### config.mk
export PLATFORM = sky130hd
export DESIGN_NAME = tlp_tx_arbiter_flat
export DESIGN_NICKNAME = d
export VERILOG_FILES = /design/src/rtl/tlp_tx_arbiter_if.sv /design/src/rtl/tlp_tx_arbiter.sv /design/src/flat_wrapper.sv
export SDC_FILE = /design/constraint.sdc
export NUM_CORES = 1
export LEC_CHECK = 0
export CAP_MARGIN = 5
export CORE_ASPECT_RATIO = 0.8
export CORE_MARGIN = 2
export CORE_UTILIZATION = 32
export CTS_BUF_LIST = sky130_fd_sc_hd__clkbuf_16
export CTS_CLUSTER_SIZE = 12
export DETAILED_ROUTE_END_ITERATION = 7
export GPL_TIMING_DRIVEN = 0
export PLACE_DENSITY = 0.82
export REMOVE_ABC_BUFFERS = 1
export SYNTH_ARGS = -nofsm -noshare
export SYNTH_HDL_FRONTEND = slang
export SYNTH_HIERARCHICAL = 1
export SYNTH_SLANG_ARGS = --single-unit
### constraint.sdc
create_clock -name pcieClk_in -period 2.4 [get_ports pcieClk_in]
set_input_delay 0.24 -clock pcieClk_in [delete_from_list [all_inputs] [get_ports pcieClk_in]]
set_output_delay 0.24 -clock pcieClk_in [all_outputs]
set_load 0.02 [all_outputs]
### src/rtl/tlp_tx_arbiter_if.sv
// TX arbiter bus: per-requester TLP beat inputs, the shared TX channel
// toward the PCIe IP, and the grant/packet-count status outputs.
interface tlp_tx_arbiter_if #(
  parameter int NUM_REQ = 2
);
  logic [NUM_REQ-1:0][63:0] reqData_in;
  logic [NUM_REQ-1:0]       reqValid_in;
  logic [NUM_REQ-1:0]       reqReady_out;
  logic [NUM_REQ-1:0]       reqSOP_in;
  logic [NUM_REQ-1:0]       reqEOP_in;
  logic [63:0]              txData_out;
  logic                     txValid_out;
  logic                     txReady_in;
  logic                     txSOP_out;
  logic                     txEOP_out;
  logic [NUM_REQ-1:0]       grant_out;
  logic [31:0]              pktCount_out;

  // arbiter side
  modport slave (
    input  reqData_in, reqValid_in, reqSOP_in, reqEOP_in, txReady_in,
    output reqReady_out, txData_out, txValid_out, txSOP_out, txEOP_out,
           grant_out, pktCount_out
  );

  // requesters + PCIe IP side
  modport master (
    output reqData_in, reqValid_in, reqSOP_in, reqEOP_in, txReady_in,
    input  reqReady_out, txData_out, txValid_out, txSOP_out, txEOP_out,
           grant_out, pktCount_out
  );
endinterface

### src/rtl/tlp_tx_arbiter.sv
// Packet-level round-robin arbiter merging NUM_REQ TLP streams onto one
// 64-bit PCIe TX channel. A TLP owns the channel from SOP acceptance until
// EOP acceptance; arbitration is combinational so an idle channel forwards
// a new SOP beat with zero latency.

// Per-requester slice: eligibility for a new packet and ready steering.
module tlp_tx_arb_lane (
  input  logic i_sel,
  input  logic i_valid,
  input  logic i_sop,
  input  logic i_txReady,
  output logic o_elig,
  output logic o_grant,
  output logic o_ready
);
  assign o_elig  = i_valid & i_sop;
  assign o_grant = i_sel;
  assign o_ready = i_sel & i_txReady;
endmodule

module tlp_tx_arbiter #(
  parameter int NUM_REQ = 2
) (
  input  logic pcieClk_in,
  input  logic reset_in,
  tlp_tx_arbiter_if.slave bus
);
  localparam int IW = (NUM_REQ > 2) ? 2 : 1;
  typedef logic [IW-1:0] idx_t;
  typedef enum logic {S_IDLE = 1'b0, S_BUSY = 1'b1} state_t;

  state_t      r_state;
  idx_t        r_rrPtr;
  idx_t        r_lockIdx;
  idx_t        r_holdIdx;   // idle-state pick waiting on txReady
  logic        r_hold;
  logic [31:0] r_pktCount;

  logic [NUM_REQ-1:0] w_elig;
  logic [NUM_REQ-1:0] w_grant;
  logic [NUM_REQ-1:0] w_ready;
  idx_t               w_pick;
  idx_t               w_cand;
  idx_t               w_g;
  idx_t               w_rrNext;
  logic               w_found;
  logic               w_holdOk;
  logic               w_active;
  logic               w_txValid;
  logic               w_acc;

  // Search rrPtr, rrPtr+1, ... for the first requester presenting SOP;
  // walking k downward lets the lowest offset win.
  always_comb begin
    w_pick  = '0;
    w_cand  = '0;
    w_found = 1'b0;
    for (int k = NUM_REQ - 1; k >= 0; k--) begin
      w_cand = idx_t'((int'(r_rrPtr) + k) % NUM_REQ);
      if (w_elig[w_cand]) begin
        w_pick  = w_cand;
        w_found = 1'b1;
      end
    end
  end

  // A stalled SOP keeps its grant even if a higher-priority SOP shows up.
  assign w_holdOk = (r_state == S_IDLE) & r_hold & w_elig[r_holdIdx];

  // Grant owner: locked requester while busy, else held or fresh pick.
  always_comb begin
    w_g      = r_lockIdx;
    w_active = 1'b0;
    if (!reset_in) begin
      if (r_state == S_BUSY) begin
        w_g      = r_lockIdx;
        w_active = 1'b1;
      end else if (w_holdOk) begin
        w_g      = r_holdIdx;
        w_active = 1'b1;
      end else begin
        w_g      = w_pick;
        w_active = w_found;
      end
    end
  end

  for (genvar i = 0; i < NUM_REQ; i++) begin : g_lane
    tlp_tx_arb_lane u_lane (
      .i_sel     (w_active && (w_g == idx_t'(i))),
      .i_valid   (bus.reqValid_in[i]),
      .i_sop     (bus.reqSOP_in[i]),
      .i_txReady (bus.txReady_in),
      .o_elig    (w_elig[i]),
      .o_grant   (w_grant[i]),
      .o_ready   (w_ready[i])
    );
  end

  // txValid depends only on state and requester inputs, never on txReady.
  assign w_txValid        = w_active & bus.reqValid_in[w_g];
  assign w_acc            = w_txValid & bus.txReady_in;
  assign w_rrNext         = (w_g == idx_t'(NUM_REQ - 1)) ? '0 : idx_t'(w_g + 1'b1);

  assign bus.txData_out   = bus.reqData_in[w_g];
  assign bus.txValid_out  = w_txValid;
  assign bus.txSOP_out    = w_active & bus.reqSOP_in[w_g];
  assign bus.txEOP_out    = w_active & bus.reqEOP_in[w_g];
  assign bus.reqReady_out = w_ready;
  assign bus.grant_out    = w_grant;
  assign bus.pktCount_out = r_pktCount;

  // Packet lock FSM, round-robin pointer and completed-TLP counter.
  always_ff @(posedge pcieClk_in) begin
    if (reset_in) begin
      r_state    <= S_IDLE;
      r_rrPtr    <= '0;
      r_lockIdx  <= '0;
      r_holdIdx  <= '0;
      r_hold     <= 1'b0;
      r_pktCount <= '0;
    end else begin
      case (r_state)
        S_IDLE: begin
          r_hold    <= w_txValid & ~bus.txReady_in;
          r_holdIdx <= w_g;
          if (w_acc) begin
            r_rrPtr <= w_rrNext;
            if (bus.reqEOP_in[w_g]) begin
              r_pktCount <= r_pktCount + 32'd1;
            end else begin
              r_state   <= S_BUSY;
              r_lockIdx <= w_g;
            end
          end
        end
        S_BUSY: begin
          r_hold <= 1'b0;
          if (w_acc && bus.reqEOP_in[w_g]) begin
            r_state    <= S_IDLE;
            r_pktCount <= r_pktCount + 32'd1;
          end
        end
        default: r_state <= S_IDLE;
      endcase
    end
  end
endmodule

### src/flat_wrapper.sv
// flat-port wrapper written by rule: the top's interface ports become plain ports
module tlp_tx_arbiter_flat 
#(
  parameter int NUM_REQ = 2
)
  (pcieClk_in, reset_in, bus_reqData_in, bus_reqValid_in, bus_reqSOP_in, bus_reqEOP_in, bus_txReady_in, bus_reqReady_out, bus_txData_out, bus_txValid_out, bus_txSOP_out, bus_txEOP_out, bus_grant_out, bus_pktCount_out);
  tlp_tx_arbiter_if #(.NUM_REQ(NUM_REQ)) bus_i ();
  input  logic pcieClk_in;
  input  logic reset_in;
  input wire logic [$bits(bus_i.reqData_in)-1:0] bus_reqData_in;
  input wire logic [$bits(bus_i.reqValid_in)-1:0] bus_reqValid_in;
  input wire logic [$bits(bus_i.reqSOP_in)-1:0] bus_reqSOP_in;
  input wire logic [$bits(bus_i.reqEOP_in)-1:0] bus_reqEOP_in;
  input wire logic [$bits(bus_i.txReady_in)-1:0] bus_txReady_in;
  output wire logic [$bits(bus_i.reqReady_out)-1:0] bus_reqReady_out;
  output wire logic [$bits(bus_i.txData_out)-1:0] bus_txData_out;
  output wire logic [$bits(bus_i.txValid_out)-1:0] bus_txValid_out;
  output wire logic [$bits(bus_i.txSOP_out)-1:0] bus_txSOP_out;
  output wire logic [$bits(bus_i.txEOP_out)-1:0] bus_txEOP_out;
  output wire logic [$bits(bus_i.grant_out)-1:0] bus_grant_out;
  output wire logic [$bits(bus_i.pktCount_out)-1:0] bus_pktCount_out;
  assign bus_i.reqData_in = bus_reqData_in;
  assign bus_i.reqValid_in = bus_reqValid_in;
  assign bus_i.reqSOP_in = bus_reqSOP_in;
  assign bus_i.reqEOP_in = bus_reqEOP_in;
  assign bus_i.txReady_in = bus_txReady_in;
  assign bus_reqReady_out = bus_i.reqReady_out;
  assign bus_txData_out = bus_i.txData_out;
  assign bus_txValid_out = bus_i.txValid_out;
  assign bus_txSOP_out = bus_i.txSOP_out;
  assign bus_txEOP_out = bus_i.txEOP_out;
  assign bus_grant_out = bus_i.grant_out;
  assign bus_pktCount_out = bus_i.pktCount_out;
  tlp_tx_arbiter #(.NUM_REQ(NUM_REQ)) u_core (.pcieClk_in(pcieClk_in), .reset_in(reset_in), .bus(bus_i));
endmodule
final_placement.png
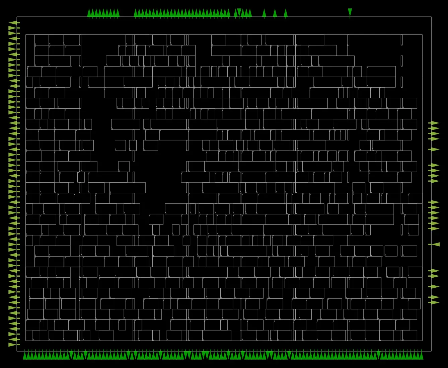
Filler cells: 656
Core Box Area: 8060 µm²
fin cells: 656

cell_classes.png
Bar = 20 µm.
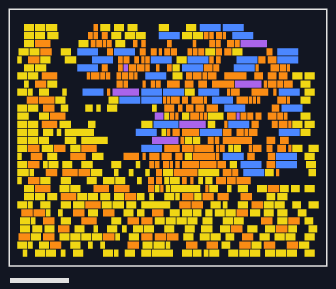
legend:
  orange:
    class: all other logic
    cells: 242
  yellow:
    class: other buffers and delay cells
    cells: 261
  blue:
    class: flops
    cells: 37
  purple:
    class: clock drivers and dummy loads
    cells: 8

clock_map.png
Bar = 20 µm.
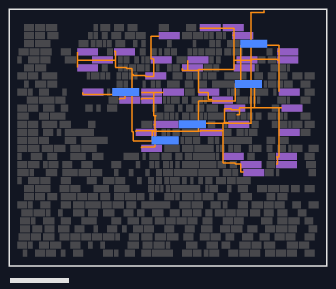
legend:
  orange:
    item: clock wires
    length: 479 µm
  blue:
    item: cells driving clock nets
    count: 5
  purple:
    item: flip-flops
    count: 37
routed clock nets: 6

==> changes_impl.md <==
## Implementation

* Final Worst Setup Slack at -0.0549 ns
* GR Overflow Total at 0
* Finish-stage setup viols at 20
* Final-layout clock buffer total at 5
* M1 GR Usage at about 28%
* Avg WL per Cell at about 19 µm
* DRT iter0 DRCs at approximately 180
* Failing checks: negative setup slack
* Cell count in the Yosys report at between 200 and 300
* CP Data Required Time at approximately 2.2 ns
* Top cell area share at a little over a quarter
* TritonRoute pass-1 iters at 4
* Dominant comb cell: multiplexers
* Critical Path Stages at 8
* WP buf/inv at 4
* Die area at between 9000 and 10,000 µm²
* Layout Nets at just under 700
* H-tree depth at 2
* Share of cells above drive strength 1 at between 30% and 40%
* Worst path cell trace: nor2b_4, o311a_4, nor2_4, buf_12, buf_12, clkbuf_16, mux2_2, buf_6
* Slew HR at between 60% and 70%
* Top cells excl fill/tap: 163 x clkdlybuf4s50_1, 50 x mux2_2, 35 x dfxtp_1, 30 x buf_2, 25 x nor2_1
* Dpl ws at -1.07 ns
* Critical path arrival at about 2.2 ns
* Status: finished with violations
* Met2 routed WL at 6540 µm
* CP dominant cell by count: buf_12
* RSZ-0062 raised after global routing: true
* Top power group: combinational cells
* Max stage delay on crit path at around 0.4 ns
* Comb_multi_in at 235
* Clk pwr share at between 30% and 40%
* Insertion delay at the late pin of the worst-skew pair at around 0.28 ns
* Number of flip-flops in the largest register at 32
* Crit. End Element: output pin
* R2R Setup Slk at between 0.15 and 0.2 ns
* FP Rows at 29
* Max FO, Critical Path at 7
* Dpl cells at 628
* Vias per cell at 5.09
* FF-to-FF Start: u_core/bus.pktCount_out[3]$_SDFFE_PP0P_
* Setup Crit Path Kind: reg -> out
* Crit-path slowest cell: dfxtp_4
* Mapped Avg Cell Area at 9.04 µm²
* Post-synthesis sequential area ratio at approximately 27%
* Comb/total area at approximately 36%
* Top cell type by total area after synthesis: dfxtp_1
* Seq group at 619 µW
* WHS Path Cells at 2
* Adder share at less than 1%
No activity file was given, so power comes from the tool's default toggle rates.
